### config.mk
export PLATFORM = sky130hd
export DESIGN_NAME = rot_value
export DESIGN_NICKNAME = d
export VERILOG_FILES = /design/src/rtl/rot_value_pkg.sv /design/src/rtl/rot_gap_timer.sv /design/src/rtl/rot_value.sv
export SDC_FILE = /design/constraint.sdc
export NUM_CORES = 1
export LEC_CHECK = 0
export CORE_AREA = 2 2 86 67
export CTS_BUF_LIST = sky130_fd_sc_hd__clkbuf_4 sky130_fd_sc_hd__clkbuf_8
export DETAILED_ROUTE_END_ITERATION = 10
export DIE_AREA = 0 0 88 69
export MAX_ROUTING_LAYER = met4
export PLACE_DENSITY_LB_ADDON = 0.25
export SYNTH_ARGS = -nofsm -noshare
export SYNTH_HDL_FRONTEND = slang
export SYNTH_SLANG_ARGS = --single-unit
### constraint.sdc
create_clock -name clk -period 3 [get_ports clk]
set_clock_uncertainty 0.1 [all_clocks]
set_input_delay 0.45 -clock clk [delete_from_list [all_inputs] [get_ports clk]]
set_output_delay 0.45 -clock clk [all_outputs]
set_load 0.1 [all_outputs]
### src/rtl/rot_value_pkg.sv
// Shared definitions for the rotary value block: mode encoding and the
// direction constants used by both the encoder decoder and rot_value.
package rot_value_pkg;

    typedef enum logic {
        MODE_SLOW = 1'b0,
        MODE_FAST = 1'b1
    } mode_t;

    localparam logic DIR_RIGHT = 1'b1;
    localparam logic DIR_LEFT  = 1'b0;

    // Number of distinct values in the inclusive range [lo, hi].
    function automatic int span(input int lo, input int hi);
        return hi - lo + 1;
    endfunction

endpackage

### src/rtl/rot_gap_timer.sv
// Measures the gap between accepted detent events and decides whether each
// event is a "quick" continuation of a same-direction burst.
module rot_gap_timer
    import rot_value_pkg::*;
#(
    parameter int FAST_WINDOW = 500000,
    parameter int FAST_COUNT  = 3
) (
    input  logic clk,
    input  logic rst,
    input  logic event_,
    input  logic right_,
    input  logic clear,
    output logic quick,
    output logic enter_fast,
    output logic timeout
);

    localparam int TW = $clog2(FAST_WINDOW + 1);
    localparam int CW = $clog2(FAST_COUNT + 1);

    localparam logic [TW-1:0] WINDOW = TW'(FAST_WINDOW);
    localparam logic [CW-1:0] COUNT  = CW'(FAST_COUNT);

    logic [TW-1:0] timer;
    logic [CW-1:0] quick_cnt;
    logic [CW-1:0] cnt_inc;
    logic          last_dir;

    assign quick      = (timer < WINDOW) && (right_ == last_dir);
    assign timeout    = (timer == WINDOW);
    assign cnt_inc    = (quick_cnt == COUNT) ? COUNT : quick_cnt + 1'b1;
    // Also true for quick events while already fast; the mode register just stays FAST.
    assign enter_fast = event_ && quick && (cnt_inc == COUNT);

    // NOTE: sequential state uses non-blocking assignments so every flop samples pre-edge values.
    always_ff @(posedge clk) begin
        if (rst) begin
            timer     <= WINDOW;
            quick_cnt <= '0;
            last_dir  <= DIR_RIGHT;
        end else begin
            if (event_) begin
                timer    <= '0;
                last_dir <= right_;
            end else if (timer != WINDOW) begin
                timer <= timer + 1'b1;
            end

            if (clear || (event_ && !quick) || (!event_ && timeout)) begin
                quick_cnt <= '0;
            end else if (event_) begin
                quick_cnt <= cnt_inc;
            end
        end
    end

endmodule

### src/rtl/rot_value.sv
// Bounded up/down value driven by rotary-encoder detents, with a fast step
// after a quick run of same-direction detents.
module rot_value
    import rot_value_pkg::*;
#(
    parameter int WIDTH       = 8,
    parameter int MIN         = 0,
    parameter int MAX         = 255,
    parameter int INIT        = 0,
    parameter int STEP_SLOW   = 1,
    parameter int STEP_FAST   = 8,
    parameter int FAST_WINDOW = 500000,
    parameter int FAST_COUNT  = 3,
    parameter int WRAP        = 0
) (
    input  logic             clk,
    input  logic             rst,
    input  logic             event_,
    input  logic             right_,
    input  logic             load,
    input  logic [WIDTH-1:0] load_value,
    output logic [WIDTH-1:0] value,
    output logic             changed,
    output logic             fast,
    output logic             at_min,
    output logic             at_max
);

    localparam int EW = WIDTH + 1;

    localparam logic [WIDTH:0]   MIN_E   = EW'(MIN);
    localparam logic [WIDTH:0]   MAX_E   = EW'(MAX);
    localparam logic [WIDTH:0]   RANGE_E = EW'(span(MIN, MAX));
    localparam logic [WIDTH:0]   SLOW_E  = EW'(STEP_SLOW);
    localparam logic [WIDTH:0]   FAST_E  = EW'(STEP_FAST);
    localparam logic [WIDTH-1:0] MIN_V   = WIDTH'(MIN);
    localparam logic [WIDTH-1:0] MAX_V   = WIDTH'(MAX);
    localparam logic [WIDTH-1:0] INIT_V  = WIDTH'(INIT);
    localparam bit               WRAP_EN = (WRAP != 0);

    mode_t            mode;
    logic             accept;
    logic             quick;
    logic             enter_fast;
    logic             timeout;
    logic [WIDTH:0]   value_e;
    logic [WIDTH:0]   step_e;
    logic [WIDTH:0]   sum_e;
    logic [WIDTH:0]   load_lo;
    logic [WIDTH-1:0] load_clamped;
    logic [WIDTH-1:0] step_value;
    logic [WIDTH-1:0] value_nxt;

    // A load in the same cycle swallows the event entirely.
    assign accept = event_ && !load;

    rot_gap_timer #(
        .FAST_WINDOW (FAST_WINDOW),
        .FAST_COUNT  (FAST_COUNT)
    ) u_gap_timer (
        .clk        (clk),
        .rst        (rst),
        .event_     (accept),
        .right_     (right_),
        .clear      (load),
        .quick      (quick),
        .enter_fast (enter_fast),
        .timeout    (timeout)
    );

    // The lower clamp only exists when MIN is above zero.
    if (MIN > 0) begin : g_lo_clamp
        assign load_lo = ({1'b0, load_value} < MIN_E) ? MIN_E : {1'b0, load_value};
    end else begin : g_lo_pass
        assign load_lo = {1'b0, load_value};
    end

    assign load_clamped = (load_lo > MAX_E) ? MAX_V : WIDTH'(load_lo);

    assign value_e = {1'b0, value};
    assign step_e  = (mode == MODE_FAST && quick) ? FAST_E : SLOW_E;
    assign sum_e   = value_e + step_e;

    // NOTE: every always_comb output gets a default first, so no path can infer a latch.
    always_comb begin
        step_value = value;
        case (right_)
            DIR_RIGHT: begin
                if (sum_e > MAX_E) begin
                    step_value = WRAP_EN ? WIDTH'(sum_e - RANGE_E) : MAX_V;
                end else begin
                    step_value = WIDTH'(sum_e);
                end
            end
            DIR_LEFT: begin
                if (value_e < MIN_E + step_e) begin
                    step_value = WRAP_EN ? WIDTH'(value_e + RANGE_E - step_e) : MIN_V;
                end else begin
                    step_value = WIDTH'(value_e - step_e);
                end
            end
        endcase
    end

    always_comb begin
        value_nxt = value;
        if (load) begin
            value_nxt = load_clamped;
        end else if (accept) begin
            value_nxt = step_value;
        end
    end

    // Value, strobe and mode FSM share one register stage.
    always_ff @(posedge clk) begin
        if (rst) begin
            value   <= INIT_V;
            changed <= 1'b0;
            mode    <= MODE_SLOW;
        end else begin
            value   <= value_nxt;
            changed <= (value_nxt != value);
            if (load) begin
                mode <= MODE_SLOW;
            end else if (accept) begin
                if (!quick) begin
                    mode <= MODE_SLOW;
                end else if (enter_fast) begin
                    mode <= MODE_FAST;
                end
            end else if (timeout) begin
                mode <= MODE_SLOW;
            end
        end
    end

    assign fast   = (mode == MODE_FAST);
    assign at_min = (value == MIN_V);
    assign at_max = (value == MAX_V);

endmodule

Run 1, close-up of the layout:
Region (54, 39) to (79, 64) um. Cells in grey, sequential cells in the stronger grey; small squares are vias.
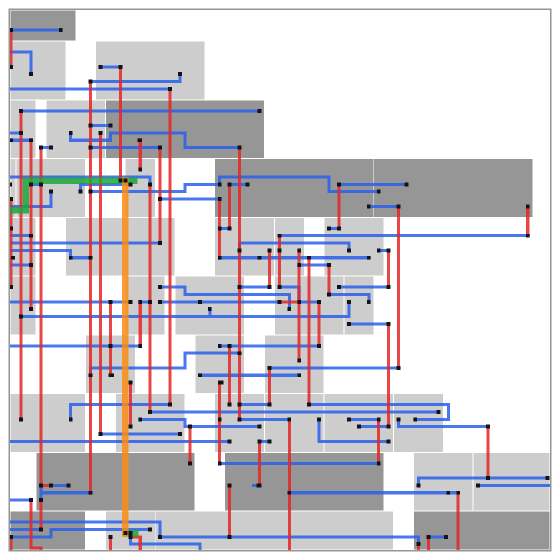
Key: red = metal 2; green = metal 3; blue = metal 1; orange = metal 4
Most frequent: dfxtp_1 (6), a21o_1 (4). Netlist names of flops here include u_gap_timer.timer (5), value (1). Sequential cells in the window: 6. 33 logic cells have their middle in the window.

Run 1, sequential cells coloured by netlist name:
Drawn at 6 px/um.
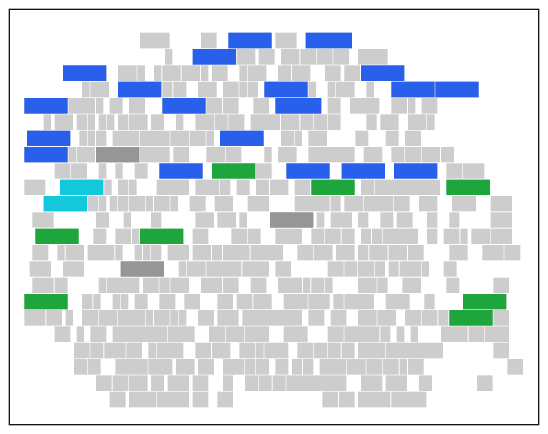
Key: cyan = u_gap_timer.quick_cnt [flops 2]; blue = u_gap_timer.timer [flops 19]; green = value [flops 8]
area of all sequential standard cells: 643 um2
sequential portion of the cell area: 0.188
final core area utilization: 0.658
sequential power: 0.475 mW

Run 1, metal 1:
Drawn at 3 px/um.
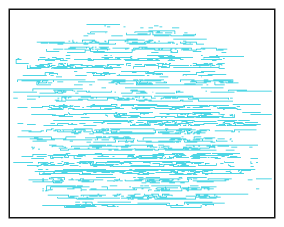
The wires run mostly horizontal. The longest straight run is 40.0 um. The layer holds 48% of the routed length.
Routed WL: 7770 um
grt met1 use: 0.399
vias post-DR: 2675

Run 1, routing congestion:
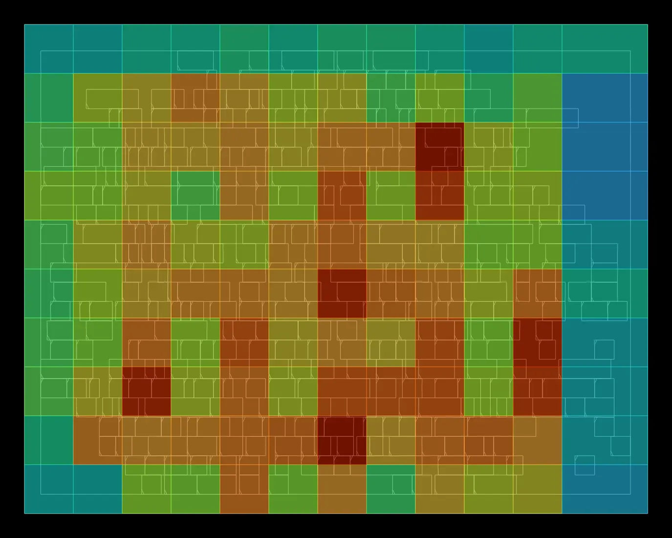
routed len/inst: 17.3 um
met2 layer usage reported by global route: 0.365
met3 capacity usage during global routing: 0.0479
busiest layer in global routing: met1
global-route usage over all layers: 0.266

==> notes.md, run 1 <==
Implementation results. The flow ran to the end, but the final reports show violations. The checks that failed: setup timing. In this run, the synthesized area fraction spent on adder and majority cells is recorded as 0.0405.

The layout summary lists the proportion of cells stronger than drive strength 1 as 0.307. Total clock buffers created by CTS landed at 5. The netlist uses a little under 70 different library cells.

Final critical-path setup slack landed at -0.197 ns. Largest net degree at the start of global routing landed at 23. A synthesized cell averages roughly 8 um2. For reference, the final report shows the max-slew violation count at 0. Cell internal power dissipation landed at roughly 0.94 mW. In the synthesized netlist, the dominant kind of combinational cell is simple AND/OR/NAND/NOR gates. The timing report shows that the slowest cell on the worst path is a211o_1. Number of cells in the design after placement landed at around 440. From left edge to right edge, the die measures ~88 um. Maximum operating frequency landed at approximately 310 MHz. At the pin with the least slew margin, the transition time is about 0.53 ns. Dividing the detail-routed via count by the number of cells gives between 5 and 6.

Sink count of the clock tree landed at 32. Number of synthesized register bits landed at 32. In the final report, the number of hold violations comes to 0. Count of cell instances traversed by the critical path landed at 14. Initial antenna violation count landed at 0. Number of setup buffers added after CTS landed at 8.

Of all cell types, the one taking the most synthesized area is dfxtp_1. Post-route antenna net violation count landed at 0. OpenSTA lists the critical path endpoint as changed. According to the floorplan report, the total die area is 6070 um2. The cell sequence reported for the critical path is nor4_4, buf_4, nand2_2, a21oi_2, o21a_1, nand2_2, buf_6, ha_4, and3b_2, o211ai_1, a211o_1, nor3b_2, nor4_2, a31oi_1. Overall power consumption after layout is estimated at 1.42 mW. Cell area after layout landed at roughly 3400 um2.

Maximum vdd drop landed at ~0.00032 V. Number of maximum-capacitance constraint violations landed at 0. Flip-flop count of the largest register after layout landed at 19. Static power due to leakage landed at ~1.4 nW. Cell depth of the worst min-delay path landed at 2.

Simple logic cell fraction of the synthesized area landed at 0.272. Cell area reported after detailed placement landed at 3070 um2. Clock group total power landed at approximately 0.46 mW. Initial detailed-routing violation count landed at ~250.

For reference, the most critical setup path is categorized as reg2reg. The flow reports power dissipated in combinational cells as 0.486 mW. Total DRC errors in the routed layout landed at 0. Per STA, the worst path accumulates the most delay in the family simple AND/OR/NAND/NOR gates. STA classifies the critical path endpoint as a flip-flop. STA lists the startpoint of the worst hold path as u_gap_timer.quick_cnt[1]. Quantity of hold-fixing buffers added after cts landed at 0. The worst setup path is launched from a flip-flop. Setup repair after global routing could not meet its margin everywhere.

The most critical hold endpoint after final layout shows a slack of 0.416 ns. After legalization and detailed placement, the total HPWL measured 5430 um. Share of the synthesized netlist area taken by xor and xnor gates landed at 0.113.

Ranked by total cell area, the synthesized netlist is headed by dfxtp_1, xor2_1, xnor2_1, nor2_1, ha_1. Final setup violation count landed at 5. Layout overhead on the synthesized area landed at 38.7%.

Per the post-synthesis report, the nets total roughly 330. Final clock period utilization by the worst path landed at 1.07. Wire length of the first global-routing pass landed at approximately 12000 um.

In this run the top signal layer used is met4. Ranked by instance count, the synthesized netlist is headed by dfxtp_1, nor2_1, nand2_1. The number of global-route vias before repair came to between 2000 and 2500. Core region area landed at between 5000 and 6000 um2.
[run 1: final cells by class]
cell class,count,area (um2)
clock buffer,7,96.3
inverter,13,48.8
timing repair buffer,79,646
fill,432,1780
tap,75,93.8
multi-input combinational,243,1870
clock inverter,1,30.0
sequential,32,643
[run 1: layout by cell type (no fill, tap or decap), drive strengths merged, types with 3 or more instances in the layout]
master and instances:
nand3 9, dfxtp 32, o31ai 3, nor3 6
xor2 17, o211ai 4, clkdlybuf4s50 12, nand2 19
nor2 33, inv 13, xnor2 15, a21o 7
and4 3, mux2i 4, a21oi 15, a2111o 3
nand4 11, nor2b 6, nor4 4, o21ai 7
or3 3, a2111oi 3, a31oi 3, ha 8
or4 4, a221oi 4, nand2b 7, and3 6
clkbuf 7, a211oi 6, buf 67
==> run 2: changes to the inputs <==
- ABC_CLOCK_PERIOD_IN_PS: unset -> 3000
- SLEW_MARGIN: unset -> 20
Run 2, close-up of the layout:
Region (54, 39) to (79, 64) um. Cells in grey, sequential cells in the stronger grey; small squares are vias.
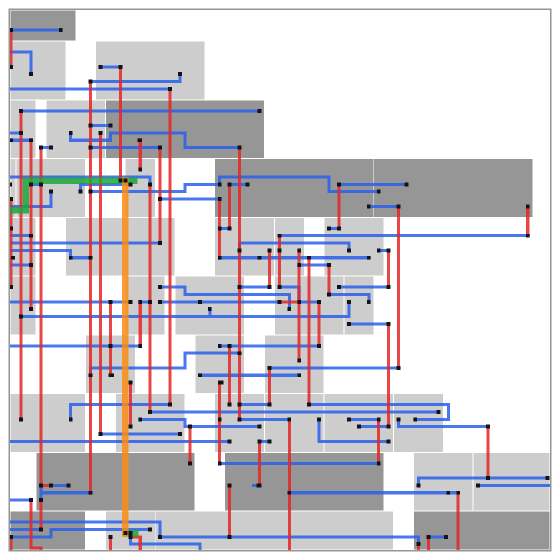
Key: red = metal 2; green = metal 3; blue = metal 1; orange = metal 4
Netlist names of flops here include u_gap_timer.timer (5), value (1). Most frequent: dfxtp_1 (6), a21o_1 (4). 33 logic cells have their middle in the window. Sequential cells in the window: 6.

Run 2, gate-type map:
Drawn at 3 px/um.
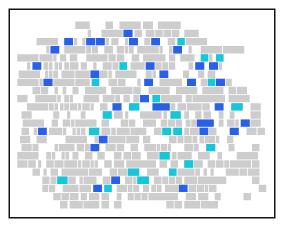
Key: blue = XOR/XNOR gates [cells 32, most used xor2_1]; cyan = AND-OR and OR-AND gates [cells 22, most used a21o_1]
post-route insts no fill: 450
Comb area share: 0.546

==> notes.md, run 2 <==
Implementation results. Hold analysis shows the worst path with a depth of 2. The synthesized design spends more area on one cell type than any other, namely dfxtp_1. The synthesis run shows the most used standard cells to be dfxtp_1, nor2_1, nand2_1. Of the cells placed in the final design, the portion with a size suffix greater than 1 is 0.307. The detail route stage leaves a number of antenna-violating nets equal to 0. Tightest hold margin landed at 0.416 ns. The library cells used most frequently in the layout, excluding fill and tap cells, are buf_4, nor2_1, dfxtp_1, xor2_1, nand2_1. Count of inverters not on the clock network in the layout landed at 13.

The worst setup path is launched from a flip-flop. Relative to the synthesized area, the layout overhead comes to 38.7%. In this run the maximum-capacitance check reported violations numbering 0. By area, the class that comes first in the final layout consists of logic gates. The layout report lists the clock-cell share of area as 0.0369. Fill cell total of the finished layout landed at between 400 and 500. The synthesis run identifies the leading combinational cell family as simple AND/OR/NAND/NOR gates. At the pin with the least slew margin, the transition time is 0.528 ns.

After detailed placement, the design holds a cell count of ~440. Total DRC errors in the routed layout landed at 0. Maximum vdd drop landed at between 0.0003 and 0.0004 V.

Among all stages on the critical path, the largest delay is contributed by a211o_1. Static power due to leakage landed at roughly 1.4 nW. Number of global-route vias before repair landed at ~2500. Fraction of the mapped netlist area in adder cells landed at 0.0405.

Number of max-slew violations in the final report landed at 0. Number of endpoints with negative hold slack in the final report landed at 0. Share of the final layout cell area in sequential cells landed at 0.188. Detailed placement ended at an HPWL of between 5000 and 6000 um. Average detailed-routed wire length per instance landed at 17.3 um. The detailed router used layers up to and including met4. Number of tap instances landed at approximately 75.

Setup repair after global routing could not meet its margin everywhere. The finished cells cover approximately 3400 um2. Following the worst setup path forward leads to its endpoint at changed. The checks that failed: setup timing. In this run, the synthesized area fraction spent on and/or/nand/nor cells is recorded as 0.272.

Floorplan die area landed at a little over 6000 um2. Leaving out buffers and inverters, the combinational logic in the layout accounts for about 1900 um2. Utilization after layout landed at 0.658. Tally of clock buffers in the finished layout landed at 7.

Sorting the synthesized cells by area gives the leading types as dfxtp_1, xor2_1, xnor2_1, nor2_1, ha_1. Sum of routed wire length over all layers landed at a little under 8000 um. Number of vias after detailed routing landed at 2675. Entering global routing, the biggest net connects 23 pins. The flow ran to the end, but the final reports show violations.

Cell area reported after detailed placement landed at around 3000 um2. Traced cell by cell, the critical path runs through nor4_4, buf_4, nand2_2, a21oi_2, o21a_1, nand2_2, buf_6, ha_4, and3b_2, o211ai_1, a211o_1, nor3b_2, nor4_2, a31oi_1. The core region is about 5200 um2. Measured on the final layout, buffering overhead outside the clock network stands at 0.188.

Endpoints with negative setup slack in the final report add up to 5. Initial detailed-routing violation count landed at 252. Final critical-path setup slack landed at -0.197 ns. Maximum operating frequency landed at ~310 MHz. Overall power consumption after layout is estimated at about 1.4 mW.

Summed over all routing layers, the global router reports a total usage of 0.266. Per the hold report, the tightest min-delay path originates at u_gap_timer.quick_cnt[1]. The initial antenna violation count was 0. Final clock period utilization by the worst path landed at 1.07. For this run, global-route usage on met2 was measured as 0.365. Share of the synthesized netlist area taken by xor and xnor gates landed at 0.113.

Flip-flop count of the largest register after layout landed at 19. Number of synthesized register bits landed at 32. The setup path with the least slack is of type reg2reg.
[run 2: tightest hold or removal path, delay by kind of cell (launching register included)]
family | cells | cell delay [ns]
DFF | 1 | 0.32
and+or+nand+nor | 2 | 0.15
[run 2: cells by family (layout without fill, tap and decap cells)]
logic type,Yosys count,in the layout
adder cells (fa/ha/maj),8,8
multiplexers,4,4
XOR/XNOR,32,32
AND/OR/NAND/NOR,123,123
flip-flops,32,32
buffers and inverters,35,100
AND-OR/OR-AND,76,76
[run 2: timing repair]
action,CTS,global route
resized,27,16
setup buffers,8,2
setup endpoints to repair,8,8
endpoints found under the hold margin,0,0
pin swaps,16,22
[run 2: where the power goes]
group / internal (mW) / switching [mW]
Clock: 0.293 / 0.170
Combinational: 0.198 / 0.288
Sequential: 0.447 / 0.0284
Total: 0.937 / 0.487
Power and IR drop assume default switching activity.
